**src/rtl/fwd_scoreboard.sv**
```systemverilog
// Operand-forwarding and hazard unit for the decode/issue stage.
// Each operand is taken from the youngest matching pipeline producer, then
// the multi-cycle completion bus, then the register file. A per-register
// pending scoreboard tracks in-flight multi-cycle ops. A stall is raised on
// load-use, RAW-on-pending, WAW-on-pending or a full long unit. Stall
// cycles are counted for performance reporting.
module fwd_scoreboard #(
   parameter int XLEN     = 64,
   parameter int NREG     = 32,
   parameter int NSRC     = 3,
   parameter int NRD      = 2,
   parameter int MAX_LONG = 4,
   localparam int RW      = $clog2(NREG),
   localparam int CW      = $clog2(MAX_LONG + 1)
) (
   input  logic                 clk,
   input  logic                 reset,
   input  logic [NSRC-1:0]      src_valid,
   input  logic [NSRC-1:0]      src_ready,
   input  logic [NSRC*RW-1:0]   src_dst,
   input  logic [NSRC*XLEN-1:0] src_data,
   input  logic [NRD*RW-1:0]    rs,
   input  logic [NRD-1:0]       rs_used,
   input  logic [NRD*XLEN-1:0]  rf_rdata,
   output logic [NRD*XLEN-1:0]  opnd,
   input  logic                 issue,
   input  logic                 issue_long,
   input  logic [RW-1:0]        issue_rd,
   input  logic                 long_done,
   input  logic [RW-1:0]        long_rd,
   input  logic [XLEN-1:0]      long_data,
   input  logic                 flush,
   output logic                 stall,
   output logic [NREG-1:0]      pending,
   output logic [CW-1:0]        long_cnt,
   output logic [31:0]          stall_cycles
);

   localparam logic [CW-1:0] MAX_CNT = CW'(MAX_LONG);

   logic [NREG-1:0] pending_q, pending_d;
   logic [CW-1:0]   long_cnt_q, long_cnt_d;
   logic [31:0]     stall_cycles_q, stall_cycles_d;

   logic [RW-1:0]   rs_k;
   logic [XLEN-1:0] sel;
   logic            hit;
   logic            hit_ready;
   logic            long_byp;
   logic            rd_hazard;
   logic            waw;
   logic            full;
   logic            long_acc;
   logic            cnt_dec;

   // Operand select and read-after-write hazard detection for every operand.
   // NOTE: all combinational outputs get a default first so no path leaves
   // them unassigned, which would otherwise infer a latch.
   always_comb begin
      opnd      = '0;
      rd_hazard = 1'b0;
      rs_k      = '0;
      sel       = '0;
      hit       = 1'b0;
      hit_ready = 1'b1;
      long_byp  = 1'b0;
      for (int k = 0; k < NRD; k++) begin
         rs_k      = rs[k*RW +: RW];
         long_byp  = long_done && (long_rd == rs_k);
         sel       = rf_rdata[k*XLEN +: XLEN];
         hit       = 1'b0;
         hit_ready = 1'b1;
         if (long_byp) sel = long_data;
         // Walk oldest to youngest so the youngest match is the last write;
         // a not-ready young load is still selected and blocks older data.
         for (int i = NSRC - 1; i >= 0; i--) begin
            if (src_valid[i] && (src_dst[i*RW +: RW] == rs_k)) begin
               sel       = src_data[i*XLEN +: XLEN];
               hit       = 1'b1;
               hit_ready = src_ready[i];
            end
         end
         if (rs_k == '0) sel = '0;
         opnd[k*XLEN +: XLEN] = sel;
         if (rs_used[k] && (rs_k != '0) &&
             ((hit && !hit_ready) || (pending_q[rs_k] && !long_byp)))
            rd_hazard = 1'b1;
      end
   end

   // Issue-side stall terms and the final stall decision.
   always_comb begin
      waw      = (issue_rd != '0) && pending_q[issue_rd] &&
                 !(long_done && (long_rd == issue_rd));
      full     = issue_long && (long_cnt_q == MAX_CNT) && !long_done;
      stall    = issue && (rd_hazard || waw || full);
      long_acc = issue && issue_long && !stall && !flush;
      cnt_dec  = long_done && (long_cnt_q != '0);
   end

   // Next-state for the scoreboard, in-flight count and stall counter.
   always_comb begin
      pending_d      = pending_q;
      long_cnt_d     = long_cnt_q;
      stall_cycles_d = stall_cycles_q;
      if (flush) begin
         pending_d  = '0;
         long_cnt_d = '0;
      end else begin
         // Clear before set so a same-register issue and completion leaves
         // the new op pending.
         if (long_done) pending_d[long_rd] = 1'b0;
         if (long_acc && (issue_rd != '0)) pending_d[issue_rd] = 1'b1;
         if (long_acc && !cnt_dec)      long_cnt_d = long_cnt_q + 1'b1;
         else if (!long_acc && cnt_dec) long_cnt_d = long_cnt_q - 1'b1;
      end
      if (stall && (stall_cycles_q != 32'hFFFF_FFFF))
         stall_cycles_d = stall_cycles_q + 32'd1;
   end

   // State registers with asynchronous active-low reset.
   // NOTE: sequential state uses non-blocking assignments so every flop
   // samples pre-edge values regardless of block ordering.
   always_ff @(posedge clk or negedge reset) begin
      if (!reset) begin
         pending_q      <= '0;
         long_cnt_q     <= '0;
         stall_cycles_q <= '0;
      end else begin
         pending_q      <= pending_d;
         long_cnt_q     <= long_cnt_d;
         stall_cycles_q <= stall_cycles_d;
      end
   end

   assign pending      = pending_q;
   assign long_cnt     = long_cnt_q;
   assign stall_cycles = stall_cycles_q;

endmodule

```
**config.mk**
```make
export PLATFORM = sky130hd
export DESIGN_NAME = fwd_scoreboard
export DESIGN_NICKNAME = d
export VERILOG_FILES = /design/src/rtl/fwd_scoreboard.sv
export SDC_FILE = /design/constraint.sdc
export NUM_CORES = 1
export LEC_CHECK = 0
export CAP_MARGIN = 25
export CORE_AREA = 2 2 247 249
export DETAILED_ROUTE_END_ITERATION = 16
export DIE_AREA = 0 0 249 251
export GPL_TIMING_DRIVEN = 0
export HOLD_SLACK_MARGIN = 0.02
export SLEW_MARGIN = 20
export SYNTH_ARGS = -nofsm -noshare
export SYNTH_HDL_FRONTEND = slang
export SYNTH_SLANG_ARGS = --single-unit
```
**constraint.sdc**
```tcl
create_clock -name clk -period 3.5 [get_ports clk]
set_input_delay 0.35 -clock clk [delete_from_list [all_inputs] [get_ports clk]]
set_output_delay 0.35 -clock clk [all_outputs]
set_load 0.01 [all_outputs]
```
**Run 1: routed clock nets over the placement**

Scale: 2 px per um.
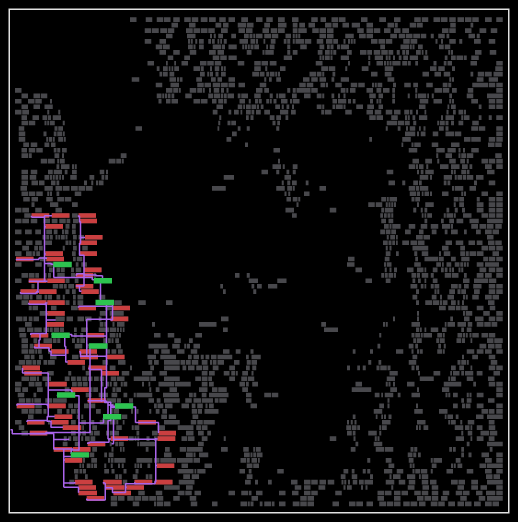
- flip-flops: red (count 67)
- clock wires: purple (length 1,010 um)
- clock-net drivers: green (count 9)
- routed clock nets: 10

**Run 1: placement by cell class**

Scale: 1 px per um.
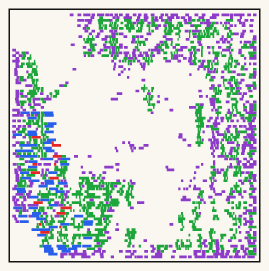
- remaining logic cells: green (cells 1,164)
- remaining buffers and delay cells: purple (cells 786)
- clock drivers and dummy loads: red (cells 15)
- registers: blue (cells 67)

**Run 1: port wiring**

Scale: 2 px per um.
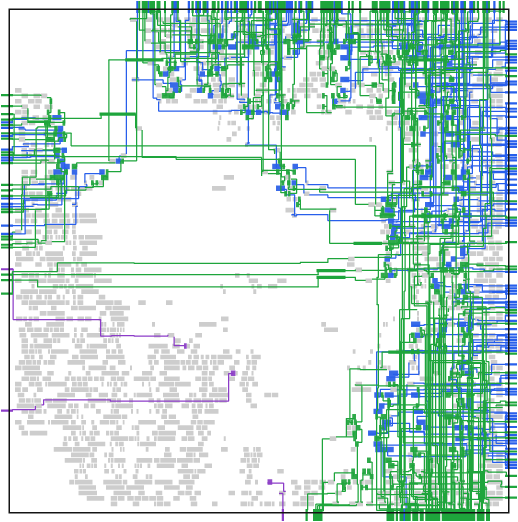
- `src_data`: green (bits 192; direction input; end cells 384; wire 15,000 um)
- `src_ready`: purple (bits 3; direction input; end cells 3; wire 274 um)
- `opnd`: blue (bits 128; direction output; end cells 128; wire 7,490 um)

==> writeup.txt, run 1 <==
Leaving out buffers and inverters, the combinational logic in the layout accounts for 8390 um^2. The library cell with the highest instance count after synthesis is nor2_1. The number of distinct library cell variants in the gate-level netlist after synthesis is 57, and the cell leakage power is 6.86 nW. Synthesis produced a netlist whose cell count is 1,376. The run finished with clean final reports. Nets still carrying antenna violations after routing amount to 0. For this run, the number of Yosys warnings is 0. Entering global routing, the biggest net connects 42 pins. The transition time at the pin with the least slew margin came out at 803 ps. The die outline height is 251 um, and the max capacitance violation total is 0. 629 I/O pins were placed.

Setup repair after global routing could not meet its margin everywhere. The critical path data arrival time was 3100 ps. Summing the sequential cell areas from Yosys gives 16.6% of the chip area. In the final layout, excluding clock inverters the inverter count is 14.

The worst-case max-slew headroom was logged as 46.5%. The clock tree has to reach 67 sinks. After global routing the overflow that remains totals 0.

Yosys reports a chip area of 10,100 um^2. The overall via count from detail_route came out at 14,800. The layer with the highest usage after global routing is met2. The nature of the critical path endpoint was an output pin.
[run 1: worst paths after layout]
check	end	slack, ps	cells after the start
min in group clk	stall_cycles[13]	500	1
max in group asynchronous	pending[31]	2470	3
hold / removal	pending[27]	470	2
setup reg to reg	long_cnt[2]	180	12
setup / recovery	opnd[92]	50	11
hold reg to reg	stall_cycles[13]	500	1
[run 1: metrics by stage]
step	std cells	hold slack (ps)	total power, mW	worst slack [ps]	setup TNS, ps
after floorplan	1376	54.4	1.65	185	0
after global placement	2774	486	2.94	-2570	-298260
after detailed placement	2778	294	2.96	-1740	-180050
after CTS	2811	472	3.81	1.06	0
after global routing	2832	512	3.98	-26.1	-62.9
final	2835	472	3.81	52.1	0
**Run 1: the metal 3 layer**

Scale: 1.5 px per um.
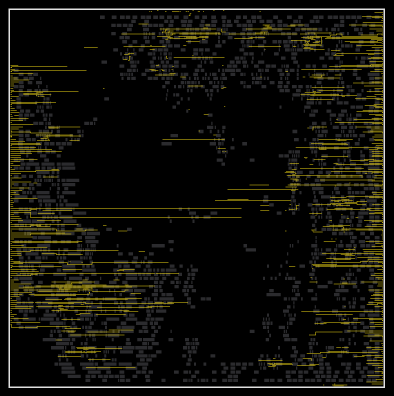

==> run 2, diff against run 1 <==
CAP_MARGIN = 5   (was 25)
**Run 2: the metal 3 layer**

Scale: 1.5 px per um.
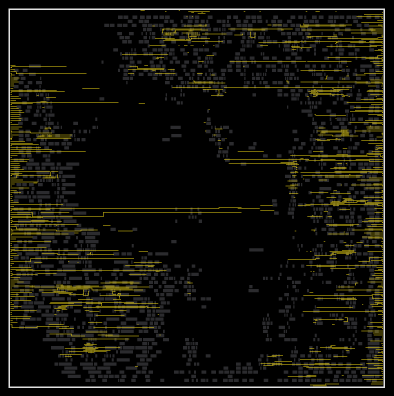
- nets with wire on the layer: 553
- wire length on this layer: 7,430 um
- share of all routed wire: 9.3%
- main direction: horizontal

**Run 2: routed clock nets over the placement**

Scale: 2 px per um.
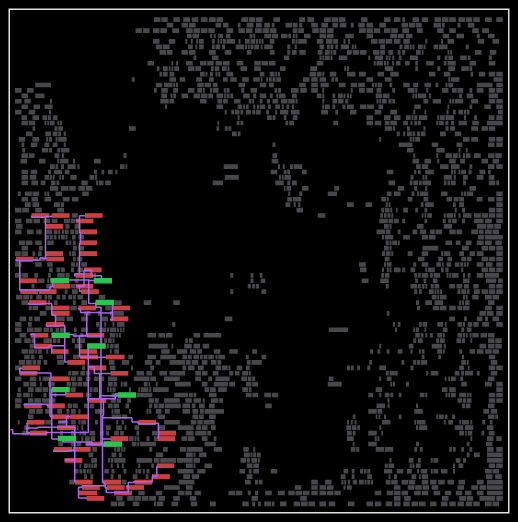
- clock wires: purple (length 989 um)
- clock-net drivers: green (count 9)
- flip-flops: red (count 67)
- routed clock nets: 10

==> run 2 against run 1 <==
Clock-buffer cell count is 1 higher. Final cell count is 0.25% higher. Cell area is 0.95% lower. Wire length shrank 0.73%. Maximum frequency increased by 0.81%. Sequential power hardly changed. Highest routed layer unchanged.
==> writeup.txt, run 2 <==
Final worst setup slack: 79.9 ps (+27.8 ps). The tools report the number of warnings reported in the yosys synthesis log as 0 (unchanged). The number of logic stages on the critical path including buffering was 7 (-4); the max capacitance violation total was 0 (unchanged).

The run gives 0 ps (unchanged) for the total negative setup slack. For the post-placement setup slack, the log shows -1740 ps (+4.80 ps). The worst hold margin is 477 ps (+4.76 ps). The run gives 46.7% (+0.20 points) as the worst slew slack as a fraction of its limit. Die outline height: 251 um (unchanged). The critical path data arrival time was 3070 ps (-30 ps); the overall via count from detail_route was 14,900 (+0.49%). The run finished with clean final reports. The leftover overflow at the end of global routing is 0 (unchanged), and the pin count of the biggest net entering global routing is 42 (unchanged).

OpenSTA lists the critical path endpoint as stall. The most critical setup path has its startpoint at pending[8]. The post-route total power came out at 3.82 mW (+0.30%). The share of synthesized area occupied by flip-flops and latches was 16.6% (unchanged).

Clock tree synthesis selected as its root buffer the cell clkbuf_16. STA classifies the critical path endpoint as an output pin. For the area used by multi-input combinational logic, the log shows 8350 um^2 (-0.45%). The worst setup path is launched from a flip-flop. Setup repair after global routing could not meet its margin everywhere. The number of distinct library cell variants in the gate-level netlist after synthesis was 57 (unchanged); the transition time at the pin with the least slew margin was 800 ps (-3.06 ps). Setup slack of the most critical reg-to-reg path: 150 ps (-30 ps).

The total I/O pin count is 629 (unchanged), and the weighted congestion reported at the end of routability-driven placement is 1.00. The cell count after synthesis is 1,376 (unchanged). Layer with the highest usage after global routing: met2. The run gives 10,100 um^2 (unchanged) for the summed standard-cell area reported by yosys.

The run gives 6.80 nW (-0.98%) as the cell leakage power. Looking at the gate-level netlist, the highest instance count belongs to nor2_1. The endpoint of the lowest-slack register-to-register path was long_cnt[2]. The cell sequence reported for the critical path is mux4_2, a221oi_1, nor2_1, o31a_1, a211oi_2, a21boi_2, clkdlybuf4s50_1.

By area, the class that comes first in the final layout consists of multi-input combinational cells. The tools report the final cell count without fillers as 2,842 (+0.25%). The number of placed instances with taps included was 2,778 (unchanged).
**Run 2: the clock network**

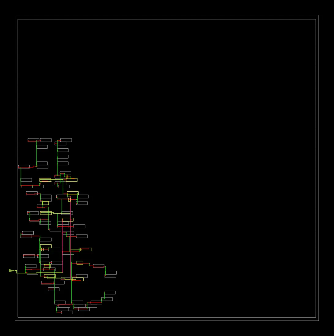
clock buf count: 13
Seq cells: 67
final setup skew: 10.9 ps
sinks on the clock net: 67

run 2: cell types whose count changed in the layout (fill, tap and decap cells not counted), moves of 4 or more:
cell,change
clkdlybuf4s15_2,-14
dlygate4sd2_1,+7
a211oi_1,+6
a211oi_2,-6
clkbuf_1,-9
clkbuf_2,+31
diode_2,+4
buf_4,+8
dlymetal6s2s_1,-12
run 2: logic make-up (layout without fill, tap and decap cells):
logic type                 Yosys count  in the layout  synth area share (%)
buffers and inverters              159            818                  6.36
xor gates and xnor gates            76             76                  6.59
DFF                                 67             67                  16.6
muxes                              169            169                  19.4
AOI/OAI and AO/OA                  462            462                  31.5
other                                0             25                     0
adders and majority gates            2              2                 0.322
and+or+nand+nor                    441            441                  19.2
==> run 3, diff against run 2 <==
TNS_END_PERCENT = 100   (was not set)
**Run 3: port wiring**

Scale: 2 px per um.
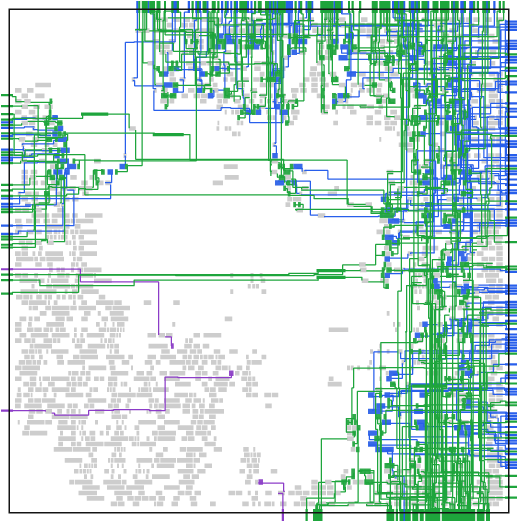
- `opnd`: blue (bits 128; direction output; end cells 128; wire 7,540 um)
- `src_data`: green (bits 192; direction input; end cells 384; wire 14,900 um)
- `src_ready`: purple (bits 3; direction input; end cells 3; wire 274 um)

**Run 3: placement by cell class**

Scale: 1 px per um.
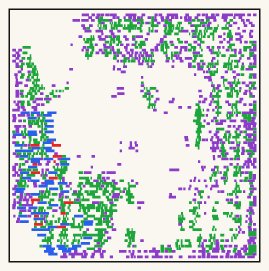
- remaining logic cells: green (cells 1,164)
- registers: blue (cells 67)
- remaining buffers and delay cells: purple (cells 789)
- clock drivers and dummy loads: red (cells 15)

**Run 3: the metal 3 layer**

Scale: 1.5 px per um.
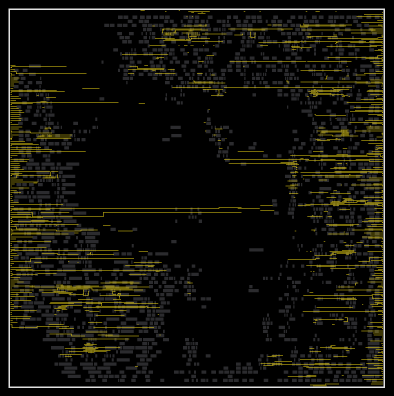
- main direction: horizontal
- nets with wire on the layer: 553
- share of all routed wire: 9.3%
- longest straight run: 139 um
- wire length on this layer: 7,430 um

==> run 3 against run 2 <==
Register-to-register slack is essentially flat. Non-clock buffer count is the same. Utilization is the same. Flip-flop count is the same. Largest cell class unchanged.
==> writeup.txt, run 3 <==
The logs give 6.80 nW (unchanged) for the cell leakage power and 0 (unchanged) for the number of warnings reported in the yosys synthesis log. For the number of distinct library cell variants in the gate-level netlist after synthesis, the log shows 57 (unchanged). The tools report the endpoint of the lowest-slack register-to-register path as long_cnt[2]. Setup repair after global routing could not meet its margin everywhere.

Critical path data arrival time: 3070 ps (about the same). The pin count of the biggest net entering global routing is 42 (unchanged), and the total I/O pin count is 629 (unchanged). The critical path ends at stall. The leftover overflow at the end of global routing is 0 (unchanged), and the sink count of the clock tree is 67 (unchanged). The post-route total power is 3.82 mW (unchanged), and the share of synthesized area occupied by flip-flops and latches is 16.6% (unchanged). The area used by multi-input combinational logic was 8350 um^2 (unchanged); the count of clock-net buffers in the final layout was 13 (unchanged).

Per STA, the worst path is made up of mux4_2, a221oi_1, nor2_1, o31a_1, a211oi_2, a21boi_2, clkdlybuf4s50_1. The run gives 150 ps (about the same) as the setup slack of the most critical reg-to-reg path. The number of logic stages on the critical path including buffering came out at 7 (unchanged). The overall via count from detail_route is 14,900 (unchanged), and the count of flip-flops and latches is 67 (unchanged). With the cell count after synthesis at 1,376 (unchanged), the area share of and/or/nand/nor cells after synthesis is 19.2% (unchanged).

The xor and xnor area share after synthesis was 6.59% (unchanged); the wire length reported by the detailed router was 80.3 mm. The tools report the total negative setup slack as 0 ps (unchanged). Per the final timing report, the hold violations number 0. The combinational family with the most area after synthesis was AND-OR/OR-AND gates. STA classifies the critical path endpoint as an output pin.

Area fraction in full adders, half adders and majority gates: 0.322% (unchanged). The tree is rooted in a clkbuf_16. The logs give 10,100 um^2 (unchanged) for the summed standard-cell area reported by yosys and 2,842 (unchanged) for the final cell count without fillers. In this run the tools logged warnings totalling 28. The die outline height came out at 251 um (unchanged).

The run finished with clean final reports. The logs give 477 ps (unchanged) for the worst hold margin and 1.00 (unchanged) for the weighted congestion reported at the end of routability-driven placement. STA classifies the critical path startpoint as a flip-flop. The post-synthesis mux area share was 19.4% (unchanged). The tools report the max capacitance violation total as 0 (unchanged).

By area, the class that comes first in the final layout consists of multi-input combinational cells. The library cells used most frequently in the layout, excluding fill and tap cells, are clkdlybuf4s50_1, nor2_1, a211oi_1. The worst setup skew after layout was 10.9 ps (unchanged).
-- run 3: power groups by stage --
stage / registers, mW / clock network (mW) / logic (mW)
after floorplan: 0.910 / 0 / 0.740
after global placement: 0.904 / 0 / 2.04
after detailed placement: 0.904 / 0 / 2.05
after CTS: 0.894 / 0.872 / 2.04
after global routing: 0.901 / 0.917 / 2.18
final: 0.895 / 0.858 / 2.07
-- run 3: repair_timing --
| item | CTS | global route |
|---|---|---|
| gates resized | 427 | 258 |
| hold endpoints to repair | 26 | 0 |
| hold buffers | 1 | 0 |
| pin swaps | 16 | 34 |
| endpoints found under the setup margin | 132 | 122 |
| gates cloned | 1 | 1 |
| setup buffers | 15 | 8 |
Power is estimated from default activity; no workload was simulated.
